### src/rtl/stream_mux_nx1_if.sv
// rtl/stream_mux_nx1_if.sv - handshake bundle between N producers, the mux and one consumer
interface stream_mux_nx1_if #(
    parameter int N = 3,
    parameter int W = 8
);
    localparam int SELW = $clog2(N);

    logic [N*W-1:0]  in_data;
    logic [N-1:0]    in_valid;
    logic [N-1:0]    in_ready;
    logic            sel_force_en;
    logic [SELW-1:0] sel_force;
    logic [W-1:0]    out_data;
    logic [SELW-1:0] out_sel;
    logic            out_valid;
    logic            out_ready;

    modport master (
        output in_data, in_valid, sel_force_en, sel_force, out_ready,
        input  in_ready, out_data, out_sel, out_valid
    );

    modport slave (
        input  in_data, in_valid, sel_force_en, sel_force, out_ready,
        output in_ready, out_data, out_sel, out_valid
    );
endinterface

### src/rtl/stream_mux_nx1.sv
// rtl/stream_mux_nx1.sv - N:1 registered stream mux with fixed-priority/round-robin arbitration and forced select
module stream_mux_nx1 #(
    parameter int N    = 3,
    parameter int W    = 8,
    parameter int MODE = 0
) (
    input  logic            clk,
    input  logic            rst_n,
    stream_mux_nx1_if.slave bus
);
    localparam int SELW = $clog2(N);
    localparam logic [SELW-1:0] RR_RESET = SELW'(N - 1);

    logic [W-1:0]    out_data_q,  out_data_d;
    logic [SELW-1:0] out_sel_q,   out_sel_d;
    logic            out_valid_q, out_valid_d;
    logic [SELW-1:0] rr_ptr_q,    rr_ptr_d;

    logic            load_en;
    logic            found;
    logic [N-1:0]    grant;
    logic [N-1:0]    ready;
    logic [SELW-1:0] grant_idx;
    logic [W-1:0]    grant_data;
    logic            xfer;

    assign load_en = ~out_valid_q | bus.out_ready;

    always_comb begin : arbitrate
        grant = '0;
        found = 1'b0;
        if (bus.sel_force_en) begin
            // Out-of-range sel_force matches no index, so it simply yields no grant.
            for (int i = 0; i < N; i++) begin
                if (bus.sel_force == SELW'(i) && bus.in_valid[i]) begin
                    grant[i] = 1'b1;
                end
            end
        end else if (MODE == 0) begin
            for (int i = 0; i < N; i++) begin
                if (!found && bus.in_valid[i]) begin
                    grant[i] = 1'b1;
                    found    = 1'b1;
                end
            end
        end else begin
            // Wrapping search split in two passes: indices above the pointer, then from 0 up to it.
            for (int i = 0; i < N; i++) begin
                if (!found && bus.in_valid[i] && (SELW'(i) > rr_ptr_q)) begin
                    grant[i] = 1'b1;
                    found    = 1'b1;
                end
            end
            for (int i = 0; i < N; i++) begin
                if (!found && bus.in_valid[i] && (SELW'(i) <= rr_ptr_q)) begin
                    grant[i] = 1'b1;
                    found    = 1'b1;
                end
            end
        end
    end

    always_comb begin : select
        grant_idx  = '0;
        grant_data = '0;
        for (int i = 0; i < N; i++) begin
            if (grant[i]) begin
                grant_idx  = SELW'(i);
                grant_data = bus.in_data[i*W +: W];
            end
        end
    end

    // rst_n gates ready so no handshake can complete while reset is held.
    assign ready        = grant & {N{load_en & rst_n}};
    assign xfer         = |ready;
    assign bus.in_ready = ready;

    always_comb begin : next_state
        out_data_d  = out_data_q;
        out_sel_d   = out_sel_q;
        out_valid_d = out_valid_q;
        rr_ptr_d    = rr_ptr_q;
        if (xfer) begin
            out_data_d  = grant_data;
            out_sel_d   = grant_idx;
            out_valid_d = 1'b1;
            if (MODE == 1) begin
                rr_ptr_d = grant_idx;
            end
        end else if (out_valid_q && bus.out_ready) begin
            out_valid_d = 1'b0;
        end
    end

    always_ff @(posedge clk or negedge rst_n) begin
        if (!rst_n) begin
            out_data_q  <= '0;
            out_sel_q   <= '0;
            out_valid_q <= 1'b0;
            rr_ptr_q    <= RR_RESET;
        end else begin
            out_data_q  <= out_data_d;
            out_sel_q   <= out_sel_d;
            out_valid_q <= out_valid_d;
            rr_ptr_q    <= rr_ptr_d;
        end
    end

    assign bus.out_data  = out_data_q;
    assign bus.out_sel   = out_sel_q;
    assign bus.out_valid = out_valid_q;
endmodule

### src/flat_wrapper.sv
// flat-port wrapper written by rule: the top's interface ports become plain ports
module stream_mux_nx1_flat 
#(
    parameter int N    = 3,
    parameter int W    = 8,
    parameter int MODE = 0
)
  (clk, rst_n, bus_in_data, bus_in_valid, bus_sel_force_en, bus_sel_force, bus_out_ready, bus_in_ready, bus_out_data, bus_out_sel, bus_out_valid);
  stream_mux_nx1_if #(.N(N), .W(W)) bus_i ();
  input  logic clk;
  input  logic rst_n;
  input wire logic [$bits(bus_i.in_data)-1:0] bus_in_data;
  input wire logic [$bits(bus_i.in_valid)-1:0] bus_in_valid;
  input wire logic [$bits(bus_i.sel_force_en)-1:0] bus_sel_force_en;
  input wire logic [$bits(bus_i.sel_force)-1:0] bus_sel_force;
  input wire logic [$bits(bus_i.out_ready)-1:0] bus_out_ready;
  output wire logic [$bits(bus_i.in_ready)-1:0] bus_in_ready;
  output wire logic [$bits(bus_i.out_data)-1:0] bus_out_data;
  output wire logic [$bits(bus_i.out_sel)-1:0] bus_out_sel;
  output wire logic [$bits(bus_i.out_valid)-1:0] bus_out_valid;
  assign bus_i.in_data = bus_in_data;
  assign bus_i.in_valid = bus_in_valid;
  assign bus_i.sel_force_en = bus_sel_force_en;
  assign bus_i.sel_force = bus_sel_force;
  assign bus_i.out_ready = bus_out_ready;
  assign bus_in_ready = bus_i.in_ready;
  assign bus_out_data = bus_i.out_data;
  assign bus_out_sel = bus_i.out_sel;
  assign bus_out_valid = bus_i.out_valid;
  stream_mux_nx1 #(.N(N), .W(W), .MODE(MODE)) u_core (.clk(clk), .rst_n(rst_n), .bus(bus_i));
endmodule
### config.mk
export PLATFORM = sky130hd
export DESIGN_NAME = stream_mux_nx1_flat
export DESIGN_NICKNAME = d
export VERILOG_FILES = /design/src/rtl/stream_mux_nx1_if.sv /design/src/rtl/stream_mux_nx1.sv /design/src/flat_wrapper.sv
export SDC_FILE = /design/constraint.sdc
export NUM_CORES = 1
export LEC_CHECK = 0
export CAP_MARGIN = 5
export CORE_MARGIN = 2
export CORE_UTILIZATION = 31
export DETAILED_ROUTE_END_ITERATION = 12
export PLACE_DENSITY_LB_ADDON = 0.25
export SYNTH_ARGS = -nofsm -noshare
export SYNTH_HDL_FRONTEND = slang
export SYNTH_SLANG_ARGS = --single-unit
### constraint.sdc
create_clock -name clk -period 1.7 [get_ports clk]
set_input_delay 0.425 -clock clk [delete_from_list [all_inputs] [get_ports clk]]
set_output_delay 0.425 -clock clk [all_outputs]
set_load 0.1 [all_outputs]
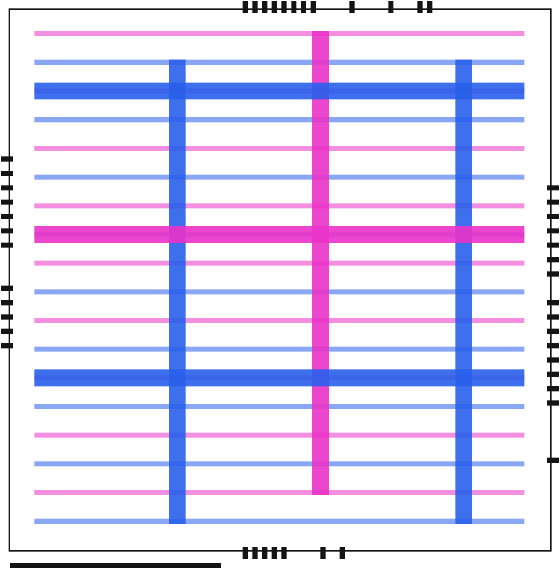
**Above:** run 1 (PDN straps and rails).
Scale bar: 20 um. Pins as bars on the die edge.
| color | net |
|---|---|
| blue | VSS |
| magenta | VDD |
met4 straps: 3
rows: 17
signal pins: 47
met5 straps: 3
floorplan die width: 51.20 um
core area: 2148 sq um
worst-case vdd ir drop: 0.0007590 V
die span in y: 51.20 um

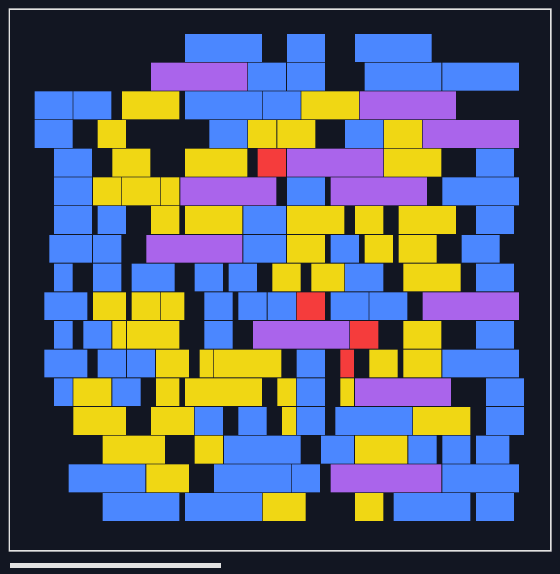
**Above:** run 1 (placed cells, one color a class).
Scale bar: 20 um.
| color | class | cells | share of their area |
|---|---|---|---|
| red | clock drivers and dummy loads | 4 | 1.6% |
| blue | other buffers and delay cells | 72 | 50% |
| yellow | all other logic | 49 | 31% |
| purple | flip-flops | 11 | 17% |

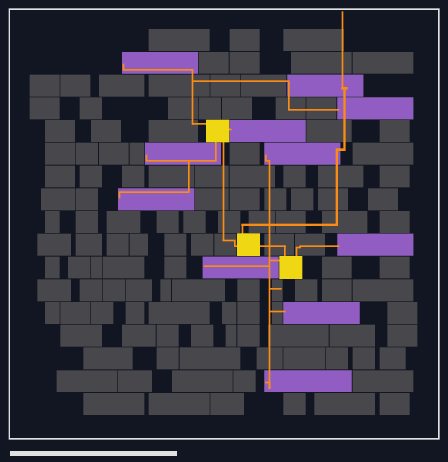
**Above:** run 1 (clock wires, drivers and flops).
Scale bar: 20 um.
[yellow] cells driving clock nets | count: 3
[purple] flip-flops | count: 11
[orange] clock wires | length: 181 um
routed clock nets: 4

==> out/metrics.yaml, run 1 <==
worst_setup_path:
  r2r-end: "u_core.bus.out_data[7]"
  critical_path_destination: "bus_in_ready[2]"
  crit_path_cell_trace: "buf_6 -> or4b_4 -> o21ai_4 -> and2b_4 -> buf_12"
  critPathCaptureType: "primary output"
  path_class: "in2out"
  worst_path_dominant_cell_family: "simple AND/OR/NAND/NOR gates"
  critical_path.startpoint: "bus_in_valid[0]"
  cp.required_ns: 1.27
  ff_to_ff_path_depth: 7
  worst-endpoint-arrival_ns: 1.49
  cp.depth: 5
  cp_max_fo: 2
  r2r_setup_slack_ns: 0
  cp_num_buf_inv: 2
  startpoint_type: "primary input"
  rr_startpoint: "u_core.bus.out_valid"
  max_stage_delay_ns: 0.54
  critical_path.slowest_cell: "or4b_4"
clocking:
  cts-root-to-sink-buffers: 2
  tritoncts.num_buffers: 3
  worst_setup_hold_path_clk_slew_ns: 0.08
  clock_sinks: 11
  maximum_level_of_the_cts_h_tree: 1
  cts-hold-fix-buffers: 0
  cts_tree: "built"
  clk-insertion-delay-late_ns: 0.27
  clock_tree.root_cell: "clkbuf_4"
outcome:
  run_status: "complete, but fails checks"
  failing_checks: "negative setup slack"
routing:
  drt-total-wl_um: 2503
  post-route-drc-count: 0
  drt_iter0_markers: 11
  avgRoutedWirePerCell_um: 15.26
  first_pass_iters: 3
  vias_per_cell: 4.963
  final_antenna_net_count: 0
  vias: 814
final_layout:
  layout.nets: 170
  layout.cells.most_common: "clkdlybuf4s50_1"
  fraction_of_layout_cells_with_a_size_suffix_above_1_pct: 59.56
  largest_register_ffs: 8
  antenna_diode_count: 0
  syn_to_final_growth_pct: 138.6
  final_util_pct: 76.70
  most-common-layout-cells: "clkdlybuf4s50_1, buf_4, buf_12, dfrtp_1"
  fillers: 149
  stdcell_count: 164
timing:
  final.setup_skew_ns: 0.005763
  slew-limit-headroom_pct: 84.58
  post-route-period-util_pct: 112.8
  hold_viol: 0
  grt_setup_unrepaired: "true"
  fmaxAchievable_mhz: 521.5
  max_slew.worst_pin.slew_ns: 0.2305
  timing.final.ws_setup_ns: -0.2175
  period_minus_slack_ns: 1.917
  timing_max_transition_violations_final: 0
  finalSetupViolCount: 3
  holdWs_ns: 0.3002
power_and_ir_drop:
  power_per_cell_area_nw_per_um2: 967.2
  p_leak_nw: 0.7654
  power_mw: 1.594
floorplanning:
  rows: 17
  boundaryPins: 47
  die-area_sq_um: 2621
  fp_util_pct: 32.15
logic_synthesis:
  synth-async-reset-ratio_pct: 100.0
  netlist_area_sq_um: 690.7
  synth-warning-count: 0
  synth-seq-cells: 11
  ys_types: 25
  top_cell_area_share_pct: 39.86
  post_synth_inst_count: 62
  avgSynthCellArea_sq_um: 11.14
  yosys-top-cells-count: "dfrtp_1, a221o_1, and3_2, mux2_2"
  netlist.top_cell.by_area: "dfrtp_1"
  yosys_most_used_dff: "dfrtp_1"
  area_leaders: "dfrtp_1, a221o_1, mux2_2"
  number_of_cells_in_the_yosys_synthesis_report: 62
  ys_seq_share_pct: 39.86
  synth_nets: 95
  ys_area_sq_um: 690.7
  netlist.top_cell.by_instances: "dfrtp_1"
  post_synth_tally_of_flip_flops_with_integrated_enable: 0
flow_run:
  warning_count: 29
  cap_viol_max_count: 0
global_route:
  antenna_found_initial: 0
  grt_start_max_net_pins: 9
  grt_pass1_vias: 844
  grt_overflow_total: 0
  first_pass_grt_wire_length_um: 4029
  track_usage_pct: 21.30
place:
  dp.final_hpwl_um: 1973
  gp_routability_congestion: 0.6799
  dp_cells: 154
  io_buffers: 46
worst_hold_path:
  min_path_type: "in2async"
run 1: power breakdown:
group	internal, mW	total [mW]	leakage (nW)	switching (mW)
sequential	0.319	0.383	0.140	0.0638
combinational	0.449	1.03	0.611	0.576
clock	0.0907	0.185	0.0150	0.0947
run 1: final cells by class:
class | instances | area [sq um] | area share [%]
sequential | 11 | 279.0 | 16.93
tap | 28 | 35.03 | 2.126
clock buffer | 4 | 26.28 | 1.595
inverter | 3 | 15.01 | 0.9112
multi-input combinational | 46 | 486.7 | 29.54
timing repair buffer | 72 | 805.8 | 48.90
run 1: through the flow:
step           area (sq um)  worst slack, ns  setup TNS [ns]
4_1_cts                1613          -0.2142         -0.2742
5_1_grt                1648          -0.2429         -0.6388
3_5_place_dp           1548          -0.5933          -6.859
3_3_place_gp           1548          -0.5627          -6.240
2_1_floorplan         768.2          -0.1954          -1.193
6_report               1648          -0.2175         -0.2654
run 1: cells by family (layout without fill, tap and decap cells):
| kind of cell | after synthesis | after routing | synth area share (%) |
|---|---|---|---|
| AND/OR/NAND/NOR | 21 | 21 | 19.02 |
| AND-OR/OR-AND | 17 | 17 | 23.55 |
| buffers and inverters | 5 | 79 | 3.985 |
| flip-flops | 11 | 11 | 39.85 |
| multiplexers | 8 | 8 | 13.59 |
run 1: routing by layer:
| metal | track usage, % | routed length [um] | vias up |
|---|---|---|---|
| li1 | - | - | 390 |
| met1 | 25.05 | 991 | 392 |
| met2 | 39.61 | 1374 | 30 |
| met3 | 1.754 | 119 | 2 |
| met4 | 8.108 | 17 | 0 |
| met5 | 0 | 0 | - |
run 1: what timing repair did:
action / in CTS / in global routing
endpoints found under the setup margin: 13 / 3
endpoints found under the hold margin: 0 / 0
setup buffers: 4 / 2
resized: 33 / 5
pin swaps: 6 / 3
==> inputs of run 2 (changes only) <==
==> constraint.sdc (replaced) <==
create_clock -name clk -period 1.7 [get_ports clk]
set_input_delay 0.425 -clock clk [delete_from_list [all_inputs] [get_ports clk]]
set_output_delay 0.425 -clock clk [all_outputs]
set_load 0.05 [all_outputs]
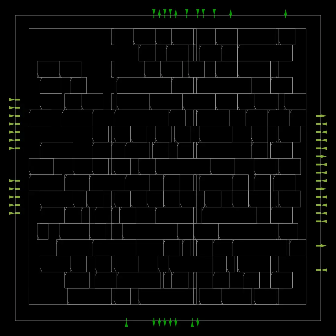
**Above:** run 2 (cell placement).
tap cell count: 28
Filler Cells Inserted: 176

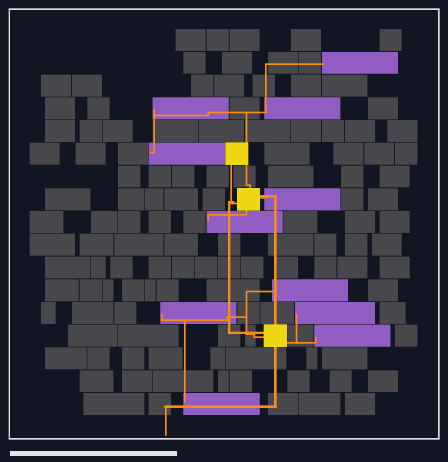
**Above:** run 2 (clock wires, drivers and flops).
Scale bar: 20 um.
[yellow] cells driving clock nets | count: 3
[purple] flip-flops | count: 11
[orange] clock wires | length: 169 um
routed clock nets: 4
Clock group: 0.179 mW
clock network latency to the later pin of the worst-skew pair: 0.27 ns
clock network fraction of total power: 15.1%

==> out/metrics.yaml, run 2 <==
outcome:
  run_status: "complete, but fails checks"
  failing_checks: "negative setup slack"
worst_setup_path:
  rr_startpoint: "u_core.bus.out_valid"
  cp_num_buf_inv: 2  # unchanged
  crit_path_cell_trace: "buf_6 -> or4b_4 -> o21ai_4 -> and2b_4 -> buf_12"
  r2r-end: "u_core.bus.out_data[0]"
  critical_path.slowest_cell: "or4b_4"
  path_class: "in2out"
  cp.required_ns: 1.27  # about the same
  worst-endpoint-arrival_ns: 1.44  # -0.05 ns
  ff_to_ff_path_depth: 6  # -1
  startpoint_type: "primary input"
flow_run:
  cap_viol_max_count: 0  # unchanged
  warning_count: 29  # unchanged
clocking:
  worst_setup_hold_path_clk_slew_ns: 0.07  # about the same
  cts_tree: "built"
  post_cts_resize_count: 42  # +27%
  tritoncts.num_buffers: 3  # unchanged
  cts_post_setup_buffers_inserted: 4  # unchanged
  clock_sinks: 11  # unchanged
  cts-hold-fix-buffers: 0  # unchanged
logic_synthesis:
  synth.cellmix.compoundShare_pct: 23.55  # unchanged
  post_synth_xor_area_fraction_pct: 0  # unchanged
  synthMuxAreaShare_pct: 13.59  # unchanged
  synth-seq-cells: 11  # unchanged
  post_synth_tally_of_flip_flops_with_integrated_enable: 0  # unchanged
  simple_gate_share_pct: 19.02  # unchanged
  top_logic_kind: "AND-OR/OR-AND gates"
  netlist.top_cell.by_area: "dfrtp_1"
  synth_nets: 95  # unchanged
  top_cell_area_share_pct: 39.86  # unchanged
  yosys-top-cells-count: "dfrtp_1, a221o_1, and3_2, mux2_2"
  synth-async-reset-ratio_pct: 100.0  # unchanged
  post_synth_inst_count: 62  # unchanged
  ys_seq_share_pct: 39.86  # unchanged
  synth-warning-count: 0  # unchanged
  area_leaders: "dfrtp_1, a221o_1, mux2_2"
  netlist.top_cell.by_instances: "dfrtp_1"
  ys_area_sq_um: 690.7  # unchanged
  synthAdderAreaFrac_pct: 0  # unchanged
  avgSynthCellArea_sq_um: 11.14  # unchanged
routing:
  vias: 805  # -1.1%
  post-route-drc-count: 0  # unchanged
  first_pass_iters: 4  # +1
  final_antenna_net_count: 0  # unchanged
  avgRoutedWirePerCell_um: 13.81  # -9.5%
  vias_per_cell: 4.909  # -1.1%
timing:
  timing_max_transition_violations_final: 0  # unchanged
  finalSetupViolCount: 1  # -2
  grt_setup_unrepaired: "true"
  period_minus_slack_ns: 1.862  # -0.05540 ns
  max_slew.worst_pin.slew_ns: 0.2179  # -0.01262 ns
  hold_viol: 0  # unchanged
  timing.final.ws_setup_ns: -0.1621  # +0.05540 ns
  slew-limit-headroom_pct: 85.43  # +0.84 points
  fmaxAchievable_mhz: 537.0  # +3.0%
place:
  io_buffers: 46  # unchanged
  gp_routability_congestion: 0.6740  # -0.87%
  dp.final_hpwl_um: 1788  # -9.4%
final_layout:
  layout.nets: 170  # unchanged
  largest_register_ffs: 8  # unchanged
  syn_to_final_growth_pct: 120.8
  fraction_of_layout_cells_with_a_size_suffix_above_1_pct: 59.56  # unchanged
floorplanning:
  fp_util_pct: 32.15  # unchanged
  die-area_sq_um: 2621  # unchanged
  rows: 17  # unchanged
  floorplan_die_width_um: 51.20  # unchanged
  boundaryPins: 47  # unchanged
global_route:
  track_usage_pct: 19.05  # -2.3 points
  antenna_found_initial: 0  # unchanged
  grt_overflow_total: 0  # unchanged
  first_pass_grt_wire_length_um: 3574  # -11%
  grt_start_max_net_pins: 12  # +3
power_and_ir_drop:
  ir_drop_v: 0.0004787  # -37%
  p_leak_nw: 0.7315  # -4.4%
  power_per_cell_area_nw_per_um2: 775.5  # -20%
worst_hold_path:
  min_path_type: "in2async"
==> run 2: cell counts after synthesis <==
Identical to the previous run, type by type.
==> run 2: routing by layer <==
layer / wire [um] / track usage [%]
met1: 976 / 23.32
met2: 1081 / 30.95
met3: 167 / 4.678
met4: 40 / 9.459
met5: 0 / 0
==> run 2: cells by family after synthesis <==
kind of cell	Yosys count
compound gates	17
simple gates	21
buf+inv	5
flops	11
mux	8
==> run 2: cell type report <==
cell class	count	area, sq um	share of cell area (%)
Clock buffer	4	26.28	1.723
Multi-Input combinational cell	46	491.7	32.24
Inverter	3	15.01	0.9844
Sequential cell	11	276.5	18.13
Tap cell	28	35.03	2.297
Timing Repair Buffer	72	680.7	44.63
==> run 2: stage by stage <==
step / worst slack, ns / total power, mW / instances / cell area [sq um]
final: -0.1621 / 1.183 / 164 / 1525
after global placement: -0.5648 / 0.9669 / 154 / 1390
after floorplan: -0.08607 / 0.7154 / 62 / 758.2
after CTS: -0.1668 / 1.177 / 162 / 1486
after global routing: -0.1882 / 1.244 / 164 / 1525
after detailed placement: -0.5879 / 0.9746 / 154 / 1390
==> run 2: power by group <==
group          switching (mW)  leakage (nW)  total (mW)  internal, mW
clock network          0.0882        0.0150       0.179        0.0908
logic                   0.343         0.577       0.653         0.310
registers              0.0337         0.140       0.351         0.318
total                   0.465         0.731        1.18         0.718
==> run 2: worst max-delay path by stage <==
stage                           from  depth (start not counted)               to
floorplan            bus_in_valid[1]                          3  bus_in_ready[2]
global placement    bus_sel_force_en                          5  bus_in_ready[2]
detailed placement  bus_sel_force_en                          5  bus_in_ready[2]
CTS                  bus_in_valid[0]                          5  bus_in_ready[2]
global route         bus_in_valid[1]                          5  bus_in_ready[2]
finish               bus_in_valid[1]                          5  bus_in_ready[2]
==> inputs of run 3 (changes only) <==
--- a/config.mk
+++ b/config.mk
@@ -9,6 +9,7 @@
 export CORE_MARGIN = 2
 export CORE_UTILIZATION = 31
 export DETAILED_ROUTE_END_ITERATION = 12
+export GPL_TIMING_DRIVEN = 0
 export PLACE_DENSITY_LB_ADDON = 0.25
 export SYNTH_ARGS = -nofsm -noshare
 export SYNTH_HDL_FRONTEND = slang
==> constraint.sdc (replaced) <==
create_clock -name clk -period 1.7 [get_ports clk]
set_input_delay 0.255 -clock clk [delete_from_list [all_inputs] [get_ports clk]]
set_output_delay 0.255 -clock clk [all_outputs]
set_load 0.05 [all_outputs]
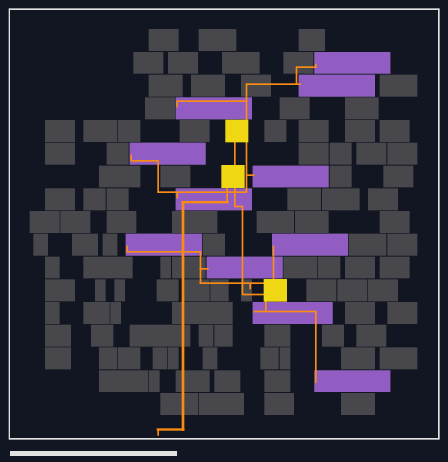
**Above:** run 3 (clock wires, drivers and flops).
Scale bar: 20 um.
[orange] clock wires | length: 166 um
[yellow] cells driving clock nets | count: 3
[purple] flip-flops | count: 11
routed clock nets: 4
clock network latency to the later pin of the worst-skew pair: 0.26 ns
Clock group: 0.178 mW

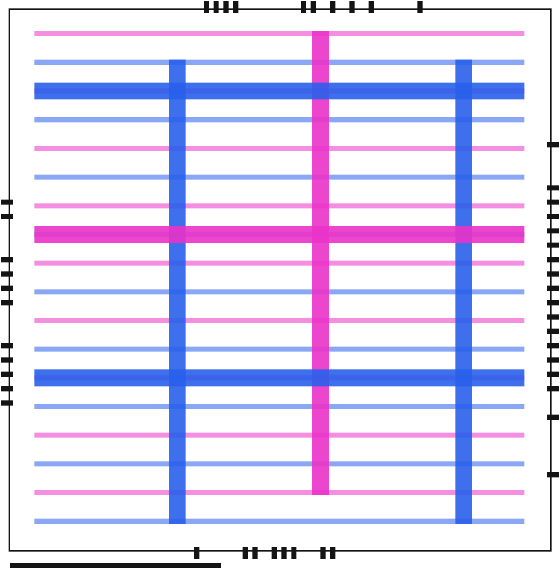
**Above:** run 3 (PDN straps and rails).
Scale bar: 20 um. Pins as bars on the die edge.
| color | net |
|---|---|
| blue | VSS |
| magenta | VDD |
signal pins: 47
met4 straps: 3
met5 straps: 3
met1 rails: 18
rows: 17

==> out/metrics.yaml, run 3 <==
outcome:
  run_status: "complete, no violations"
flow_run:
  warning_count: 28  # -3.4%
  cap_viol_max_count: 0  # unchanged
logic_synthesis:
  synth-async-reset-ratio_pct: 100.0  # unchanged
  yosys-top-cells-count: "dfrtp_1, a221o_1, and3_2, mux2_2"
  post_synth_inst_count: 62  # unchanged
  avgSynthCellArea_sq_um: 11.14  # unchanged
  synth-warning-count: 0  # unchanged
  synth-seq-cells: 11  # unchanged
  top_cell_area_share_pct: 39.86  # unchanged
  netlist.top_cell.by_instances: "dfrtp_1"
  netlist.top_cell.by_area: "dfrtp_1"
  post_synth_tally_of_flip_flops_with_integrated_enable: 0  # unchanged
  area_leaders: "dfrtp_1, a221o_1, mux2_2"
  ys_seq_share_pct: 39.86  # unchanged
  ys_types: 25
  ys_area_sq_um: 690.7  # unchanged
clocking:
  worst_setup_hold_path_clk_slew_ns: 0.07  # about the same
  post_cts_resize_count: 41  # -2.4%
  clock_sinks: 11  # unchanged
  cts_tree: "built"
  tritoncts.num_buffers: 3  # unchanged
  cts-root-to-sink-buffers: 2
  cts_post_setup_buffers_inserted: 3  # -1
  cts-hold-fix-buffers: 1  # +1
timing:
  timing.final.ws_setup_ns: 0.003240  # +0.1653 ns
  slew-limit-headroom_pct: 65.68  # -20 points
  fmaxAchievable_mhz: 589.4  # +9.7%
  timing_max_transition_violations_final: 0  # unchanged
  max_slew.worst_pin.slew_ns: 0.5140  # +0.2961 ns
  finalSetupViolCount: 0  # -1
  hold_viol: 0  # unchanged
floorplanning:
  die-area_sq_um: 2621  # unchanged
  fp_util_pct: 32.15  # unchanged
  boundaryPins: 47  # unchanged
  floorplan_die_width_um: 51.20  # unchanged
  rows: 17  # unchanged
final_layout:
  largest_register_ffs: 8  # unchanged
  fraction_of_layout_cells_with_a_size_suffix_above_1_pct: 35.34  # -24 points
  syn_to_final_growth_pct: 86.96
  layout.nets: 150  # -12%
  fillers: 191  # +8.5%
  layout.cells.most_common: "clkdlybuf4s50_1"
  antenna_diode_count: 0
routing:
  avgRoutedWirePerCell_um: 14.65  # +6.0%
  first_pass_iters: 4  # unchanged
  final_antenna_net_count: 0  # unchanged
  post-route-drc-count: 0  # unchanged
  vias_per_cell: 5.056  # +3.0%
  vias: 728  # -9.6%
global_route:
  grt_start_max_net_pins: 12  # unchanged
  first_pass_grt_wire_length_um: 3139  # -12%
  grt_overflow_total: 0  # unchanged
  antenna_found_initial: 0  # unchanged
power_and_ir_drop:
  power_per_cell_area_nw_per_um2: 837.1  # +7.9%
  clockPowerShare_pct: 16.5  # +1.4 points
  power.net_switching_mw: 0.4351  # -6.4%
  power.group.top: "combinational logic"
  power.combinational.fraction_pct: 51.7  # -3.5 points
  ir_drop_v: 0.0004154  # -13%
  internal_power_mw: 0.6458  # -10%
  p_leak_nw: 0.6923  # -5.4%
  power_sequential_mw: 0.344  # -2%
  p_sw_share_pct: 40.25  # +0.97 points
worst_setup_path:
  worst-endpoint-arrival_ns: 1.44  # about the same
  rr_startpoint: "u_core.bus.out_valid"
  cp.required_ns: 1.44  # +0.17 ns
  path_class: "in2out"
  startpoint_type: "primary input"
  critical_path.startpoint: "bus_in_valid[1]"
  ff_to_ff_path_depth: 5  # -1
place:
  placement.setup.worst_slack_ns: -1.169  # -0.5816 ns
  io_buffers: 46  # unchanged
  post_dp_cell_area_sq_um: 1191  # -14%
  dp.final_hpwl_um: 1551  # -13%
  gp_routability_congestion: 0.6656  # -1.2%
==> run 3: cell counts after synthesis <==
No cell type changed its count.
==> run 3: cell families after synthesis <==
kind of cell	count (synthesis)	synth area share, %
compound gates	17	23.55
mux	8	13.59
buf+inv	5	3.985
simple gates	21	19.02
flops	11	39.85
==> run 3: worst max-delay path by stage <==
stage / endpoint / cells after the start
after floorplan: u_core.bus.out_data[1] / 4
after global placement: bus_in_ready[2] / 5
after detailed placement: bus_in_ready[2] / 5
after CTS: bus_in_ready[2] / 5
after global routing: bus_in_ready[2] / 5
final: bus_in_ready[2] / 5
==> run 3: layer usage <==
layer  GRT usage (%)  share of wire, %
met5               0                 0
met4           12.16               2.1
met3           3.509               8.1
met2           30.95                51
met1           16.51                39
==> run 3: area by class of cell <==
cell class	count	area, sq um	share of cell area [%]
multi-input combinational	46	416.7	32.27
buffer	2	18.77	1.453
timing repair buffer	50	506.7	39.24
sequential	11	276.5	21.41
inverter	3	11.26	0.8721
tap	28	35.03	2.713
clock buffer	4	26.28	2.035
==> run 3: critical path: stages <==
cell and delay [ns]:
dlygate4sd2_1 0.26, or4b_4 0.51, o21ai_4 0.08, and2b_2 0.19, buf_8 0.15
==> run 3: metrics by stage <==
step | total power [mW] | cells | setup TNS (ns) | hold slack (ns)
5_1_grt | 1.137 | 144 | -0.01683 | 0.4795
2_1_floorplan | 0.6789 | 62 | 0 | -0.04059
6_report | 1.081 | 144 | 0 | 0.4655
4_1_cts | 1.098 | 144 | -0.04049 | 0.4565
3_5_place_dp | 0.9107 | 136 | -10.49 | 0.4941
3_3_place_gp | 0.8994 | 136 | -10.37 | 0.4890
No activity file was given, so power comes from the tool's default toggle rates.
